layer_met1.png
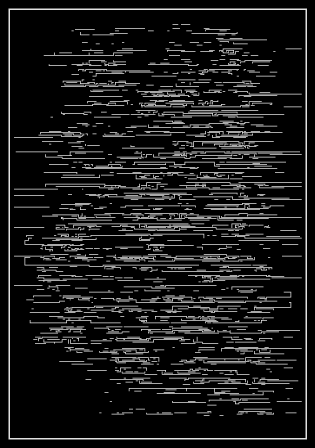
layer_met2.png
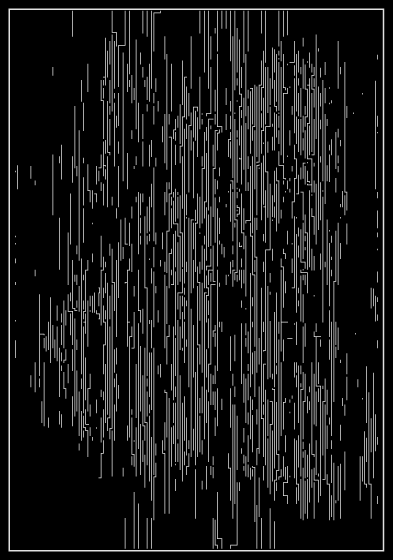
--- src/rtl/writeback_stage_pkg.sv ---
// Shared definitions for the writeback stage: datapath widths, load funct3
// encodings, FSM state encoding and the captured load context.
package writeback_stage_pkg;

    localparam int unsigned XLEN  = 32;
    localparam int unsigned XADDR = 5;

    // Load size/sign encodings (funct3 field)
    localparam logic [2:0] F3_LB  = 3'b000;
    localparam logic [2:0] F3_LH  = 3'b001;
    localparam logic [2:0] F3_LW  = 3'b010;
    localparam logic [2:0] F3_LBU = 3'b100;
    localparam logic [2:0] F3_LHU = 3'b101;

    typedef enum logic {
        WB_IDLE     = 1'b0,
        WB_WAIT_MEM = 1'b1
    } wb_state_e;

    // Fields of an accepted load needed to finish it once the response arrives
    typedef struct packed {
        logic       rd_we;
        logic [2:0] funct3;
        logic [1:0] addr_lo;
    } load_ctx_t;

endpackage

--- src/rtl/writeback_stage_load_aligner.sv ---
// Load aligner: extracts and sign/zero-extends the addressed byte/halfword/word
// from a data-memory read word, and flags illegal or misaligned loads.
// Ports:
//   funct3_i   load size/sign encoding
//   addr_lo_i  byte offset within the word
//   rdata_i    data-memory read word
//   data_o     aligned, extended load data
//   illegal_o  load encoding invalid or misaligned
module writeback_stage_load_aligner
    import writeback_stage_pkg::*;
#(
    parameter int unsigned DW = XLEN
) (
    input  logic [2:0]    funct3_i,
    input  logic [1:0]    addr_lo_i,
    input  logic [DW-1:0] rdata_i,
    output logic [DW-1:0] data_o,
    output logic          illegal_o
);

    logic [7:0]  byte_v;
    logic [15:0] half_v;

    // Halfword lane is chosen by addr_lo[1]; addr_lo[0] only matters for legality
    assign byte_v = rdata_i[{addr_lo_i, 3'b000} +: 8];
    assign half_v = rdata_i[{addr_lo_i[1], 4'b0000} +: 16];

    always_comb begin
        data_o    = '0;
        illegal_o = 1'b0;
        case (funct3_i)
            F3_LB:  data_o = {{(DW-8){byte_v[7]}}, byte_v};
            F3_LBU: data_o = {{(DW-8){1'b0}}, byte_v};
            F3_LH: begin
                data_o    = {{(DW-16){half_v[15]}}, half_v};
                illegal_o = addr_lo_i[0];
            end
            F3_LHU: begin
                data_o    = {{(DW-16){1'b0}}, half_v};
                illegal_o = addr_lo_i[0];
            end
            F3_LW: begin
                data_o    = rdata_i;
                illegal_o = (addr_lo_i != 2'b00);
            end
            default: illegal_o = 1'b1;
        endcase
    end

endmodule

--- src/rtl/writeback_stage.sv ---
// Writeback stage: final pipeline stage driving the register file write port.
// Non-loads retire the cycle after accept; legal loads wait for the data-memory
// response (bounded by TIMEOUT), then write aligned data. Illegal loads and
// timeouts produce a single-cycle load-fault pulse instead.
// Ports:
//   i_clk, i_rst             clock, async active-high reset
//   i_valid / o_ready        upstream handshake (ready only in IDLE)
//   i_rd_we, i_rd_addr       destination register write request
//   i_result                 non-load result
//   i_is_load, i_funct3,
//   i_addr_lo                load descriptor
//   i_dmem_rvalid/rdata      data-memory read response
//   or_wr_en/rd_addr/rd_data register file write port (registered)
//   or_retire                pulse per completed instruction
//   or_load_fault            pulse per illegal or timed-out load
module writeback_stage
    import writeback_stage_pkg::*;
#(
    parameter int unsigned XLEN    = writeback_stage_pkg::XLEN,
    parameter int unsigned XADDR   = writeback_stage_pkg::XADDR,
    parameter int unsigned TIMEOUT = 255
) (
    input  logic             i_clk,
    input  logic             i_rst,
    input  logic             i_valid,
    output logic             o_ready,
    input  logic             i_rd_we,
    input  logic [XADDR-1:0] i_rd_addr,
    input  logic [XLEN-1:0]  i_result,
    input  logic             i_is_load,
    input  logic [2:0]       i_funct3,
    input  logic [1:0]       i_addr_lo,
    input  logic             i_dmem_rvalid,
    input  logic [XLEN-1:0]  i_dmem_rdata,
    output logic             or_wr_en,
    output logic [XADDR-1:0] or_rd_addr,
    output logic [XLEN-1:0]  or_rd_data,
    output logic             or_retire,
    output logic             or_load_fault
);

    // Counter only needs to reach TIMEOUT-1; the TIMEOUT-th empty cycle faults
    localparam int unsigned CNT_W = (TIMEOUT > 1) ? $clog2(TIMEOUT) : 1;

    wb_state_e        state_q;
    logic [CNT_W-1:0] wait_cnt_q;
    load_ctx_t        ctx_q;
    logic [XADDR-1:0] ctx_rd_addr_q;

    logic [2:0]       al_funct3;
    logic [1:0]       al_addr_lo;
    logic [XLEN-1:0]  al_data;
    logic             al_illegal;

    assign o_ready = (state_q == WB_IDLE);

    // One aligner serves both uses: legality of the incoming load while IDLE,
    // data extraction for the captured load while waiting.
    assign al_funct3  = o_ready ? i_funct3  : ctx_q.funct3;
    assign al_addr_lo = o_ready ? i_addr_lo : ctx_q.addr_lo;

    writeback_stage_load_aligner #(
        .DW (XLEN)
    ) u_aligner (
        .funct3_i  (al_funct3),
        .addr_lo_i (al_addr_lo),
        .rdata_i   (i_dmem_rdata),
        .data_o    (al_data),
        .illegal_o (al_illegal)
    );

    // FSM, timeout counter and output registers
    always_ff @(posedge i_clk or posedge i_rst) begin
        if (i_rst) begin
            state_q       <= WB_IDLE;
            wait_cnt_q    <= '0;
            ctx_q         <= '0;
            ctx_rd_addr_q <= '0;
            or_wr_en      <= 1'b0;
            or_rd_addr    <= '0;
            or_rd_data    <= '0;
            or_retire     <= 1'b0;
            or_load_fault <= 1'b0;
        end else begin
            or_wr_en      <= 1'b0;
            or_retire     <= 1'b0;
            or_load_fault <= 1'b0;
            case (state_q)
                WB_IDLE: begin
                    if (i_valid) begin
                        if (!i_is_load) begin
                            or_rd_addr <= i_rd_addr;
                            or_rd_data <= i_result;
                            or_wr_en   <= i_rd_we && (i_rd_addr != '0);
                            or_retire  <= 1'b1;
                        end else if (al_illegal) begin
                            or_load_fault <= 1'b1;
                        end else begin
                            ctx_q.rd_we   <= i_rd_we;
                            ctx_q.funct3  <= i_funct3;
                            ctx_q.addr_lo <= i_addr_lo;
                            ctx_rd_addr_q <= i_rd_addr;
                            wait_cnt_q    <= '0;
                            state_q       <= WB_WAIT_MEM;
                        end
                    end
                end
                WB_WAIT_MEM: begin
                    // A response arriving on the last allowed cycle still wins
                    if (i_dmem_rvalid) begin
                        or_rd_addr <= ctx_rd_addr_q;
                        or_rd_data <= al_data;
                        or_wr_en   <= ctx_q.rd_we && (ctx_rd_addr_q != '0);
                        or_retire  <= 1'b1;
                        state_q    <= WB_IDLE;
                    end else if (wait_cnt_q == CNT_W'(TIMEOUT - 1)) begin
                        or_load_fault <= 1'b1;
                        wait_cnt_q    <= '0;
                        state_q       <= WB_IDLE;
                    end else begin
                        wait_cnt_q <= wait_cnt_q + CNT_W'(1);
                    end
                end
                default: state_q <= WB_IDLE;
            endcase
        end
    end

endmodule
--- config.mk ---
export PLATFORM = sky130hd
export DESIGN_NAME = writeback_stage
export DESIGN_NICKNAME = d
export VERILOG_FILES = /design/src/rtl/writeback_stage_pkg.sv /design/src/rtl/writeback_stage_load_aligner.sv /design/src/rtl/writeback_stage.sv
export SDC_FILE = /design/constraint.sdc
export NUM_CORES = 1
export LEC_CHECK = 0
export CORE_ASPECT_RATIO = 1.5
export CORE_MARGIN = 4
export CORE_UTILIZATION = 51
export DETAILED_ROUTE_END_ITERATION = 10
export PLACE_DENSITY = 0.84
export SYNTH_ARGS = -nofsm -noshare
export SYNTH_HDL_FRONTEND = slang
export SYNTH_SLANG_ARGS = --single-unit
--- constraint.sdc ---
create_clock -name i_clk -period 3.1 [get_ports i_clk]
set_input_delay 0.62 -clock i_clk [delete_from_list [all_inputs] [get_ports i_clk]]
set_output_delay 0.62 -clock i_clk [all_outputs]
set_load 0.02 [all_outputs]
==> impl_metrics.env <==
# physical design summary
export IMPL_maxSlewHeadroom=0.3075
export IMPL_crit_type="reg -> out"
export IMPL_track_usage=0.2826
export IMPL_arrival_ps=1880
export IMPL_utilization=0.7242
export IMPL_cts_tree="yes"
export IMPL_clock_sinks=60
export IMPL_grt_pass1_wl_um=19440
export IMPL_edf_count=0
export IMPL_synth_cells=369
export IMPL_std_cell_rows=38
export IMPL_fp_util=0.5203
export IMPL_yosys_area_sq_mm=0.003760
export IMPL_drc_errors=0
export IMPL_die_width_um=78.11
export IMPL_syn2layout_area_growth_pct=39.20
export IMPL_cts_buffers=9
export IMPL_postCtsSetupBuffers=0
export IMPL_end_kind="output port"
export IMPL_drtIter0Drc=316
export IMPL_gp_congestion=0.8974
export IMPL_min_path_cells=1
export IMPL_ir_worst_vdd_mv=0.4010
export IMPL_drv_cap=0
export IMPL_status="complete, no violations"
export IMPL_pin_count=121
export IMPL_hold_class="reg -> reg"
export IMPL_ys_ff=60
export IMPL_portBuffers=120
export IMPL_clock_path_buffers=2
export IMPL_yosys_stat_seqShare=0.3993
export IMPL_setup_viol=0
export IMPL_ctsRootBufferMaster="clkbuf_8"
export IMPL_htree_levels=3
export IMPL_dieArea_sq_mm=0.008838
export IMPL_hpwl_um=8949
export IMPL_rrSetupSlack_ps=640
export IMPL_antenna_found_initial=0
export IMPL_largest_area_cell="dfrtp_1"
export IMPL_layout_min_cycle_time_ps=2500
export IMPL_layout_drive_gt1_share=0.1487
export IMPL_synthArstFlopShare=1.000
-- layer_met1.png (at the start) --
longest straight run: 31.7 um
nets with wire on the layer: 501
DR vias: 3,709
met1 Usage GRT: 0.3439
final WL: 12,240 um

-- layer_met2.png (at the start) --
longest straight run: 35.4 um
share of all routed wire: 48%
nets with wire on the layer: 509
main direction: vertical
wire length on this layer: 5,870 um
grt met2 use: 0.4582

==> cell type report <==
| cell class | instances | area, sq um |
|---|---|---|
| Sequential cell | 60 | 1501 |
| Clock inverter | 1 | 5.005 |
| Fill cell | 537 | 1993 |
| Timing Repair Buffer | 133 | 1311 |
| Tap cell | 100 | 125.1 |
| Multi-Input combinational cell | 275 | 2088 |
| Inverter | 7 | 26.28 |
| Clock buffer | 15 | 176.4 |
==> flip-flops by register name, summed over array words and instances (netlist names) <==
| signal | cells |
|---|---|
| ctx_rd_addr_q | 5 |
| or_retire | 1 |
| or_load_fault | 1 |
| ctx_q | 6 |
| or_rd_data | 32 |
| or_wr_en | 1 |
| state_q | 1 |
| wait_cnt_q | 8 |
| or_rd_addr | 5 |
==> cell families after synthesis <==
| logic type | after synthesis | synth area share |
|---|---|---|
| compound gates | 133 | 0.2716 |
| buf+inv | 34 | 0.04692 |
| mux | 35 | 0.1288 |
| fa+ha+maj | 2 | 0.006655 |
| flops | 60 | 0.3993 |
| simple gates | 105 | 0.1468 |
==> metal layers <==
layer,GRT usage,up-vias,part of all wire
met5,0,-,0
met4,0.1377,0,0.034
met3,0.08121,35,0.099
met2,0.4582,212,0.48
met1,0.3439,1800,0.39
li1,-,1662,-
==> where the power goes <==
group,leakage (uW),switching (uW),internal [uW]
clock network,0.0000937,308,356
registers,0.000721,189,985
logic,0.00122,607,632
==> worst max-delay path, stage by stage, from the launching register on <==
cell and delay (ps):
dfrtp_1 510, inv_1 130, buf_4 230, clkdlybuf4s50_1 650
==> stage by stage <==
stage          power [uW]  cells  cell area [sq um]  setup WS (ps)  hold WS (ps)
2_1_floorplan        1847    369               3760          995.3         481.7
3_3_place_gp         2378    575               5052          432.0         497.7
3_5_place_dp         2413    575               5052          327.8         500.1
4_1_cts              3080    591               5234          590.1         515.4
5_1_grt              3226    591               5234          516.5         530.9
6_report             3077    591               5234          600.2         515.0
==> cell usage in the layout (no fill, tap or decap), types with 3 or more instances in the layout <==
| cell type | synthesis | layout |
|---|---|---|
| o21ai_0 | 11 | 11 |
| clkbuf_8 | 0 | 12 |
| nor2_1 | 29 | 29 |
| and3_1 | 3 | 3 |
| mux2i_1 | 8 | 8 |
| clkdlybuf4s50_1 | 0 | 120 |
| mux2_2 | 13 | 13 |
| mux2_4 | 5 | 5 |
| mux4_2 | 7 | 7 |
| nand2_1 | 30 | 30 |
| or4_1 | 4 | 4 |
| o211ai_1 | 8 | 8 |
| o21a_1 | 8 | 8 |
| buf_4 | 1 | 12 |
| nand3_1 | 9 | 9 |
| nand2b_1 | 4 | 4 |
| a31oi_1 | 6 | 6 |
| a21o_1 | 7 | 7 |
| a221oi_1 | 6 | 6 |
| a41oi_2 | 10 | 10 |
| o21ai_1 | 12 | 12 |
| a32o_1 | 3 | 3 |
| a41oi_1 | 6 | 6 |
| o22ai_1 | 9 | 9 |
| a211oi_1 | 3 | 3 |
| clkbuf_1 | 9 | 3 |
| inv_1 | 7 | 6 |
| dfrtp_1 | 60 | 60 |
| nor3_1 | 5 | 5 |
| a21oi_1 | 26 | 26 |
Power and IR drop assume default switching activity.
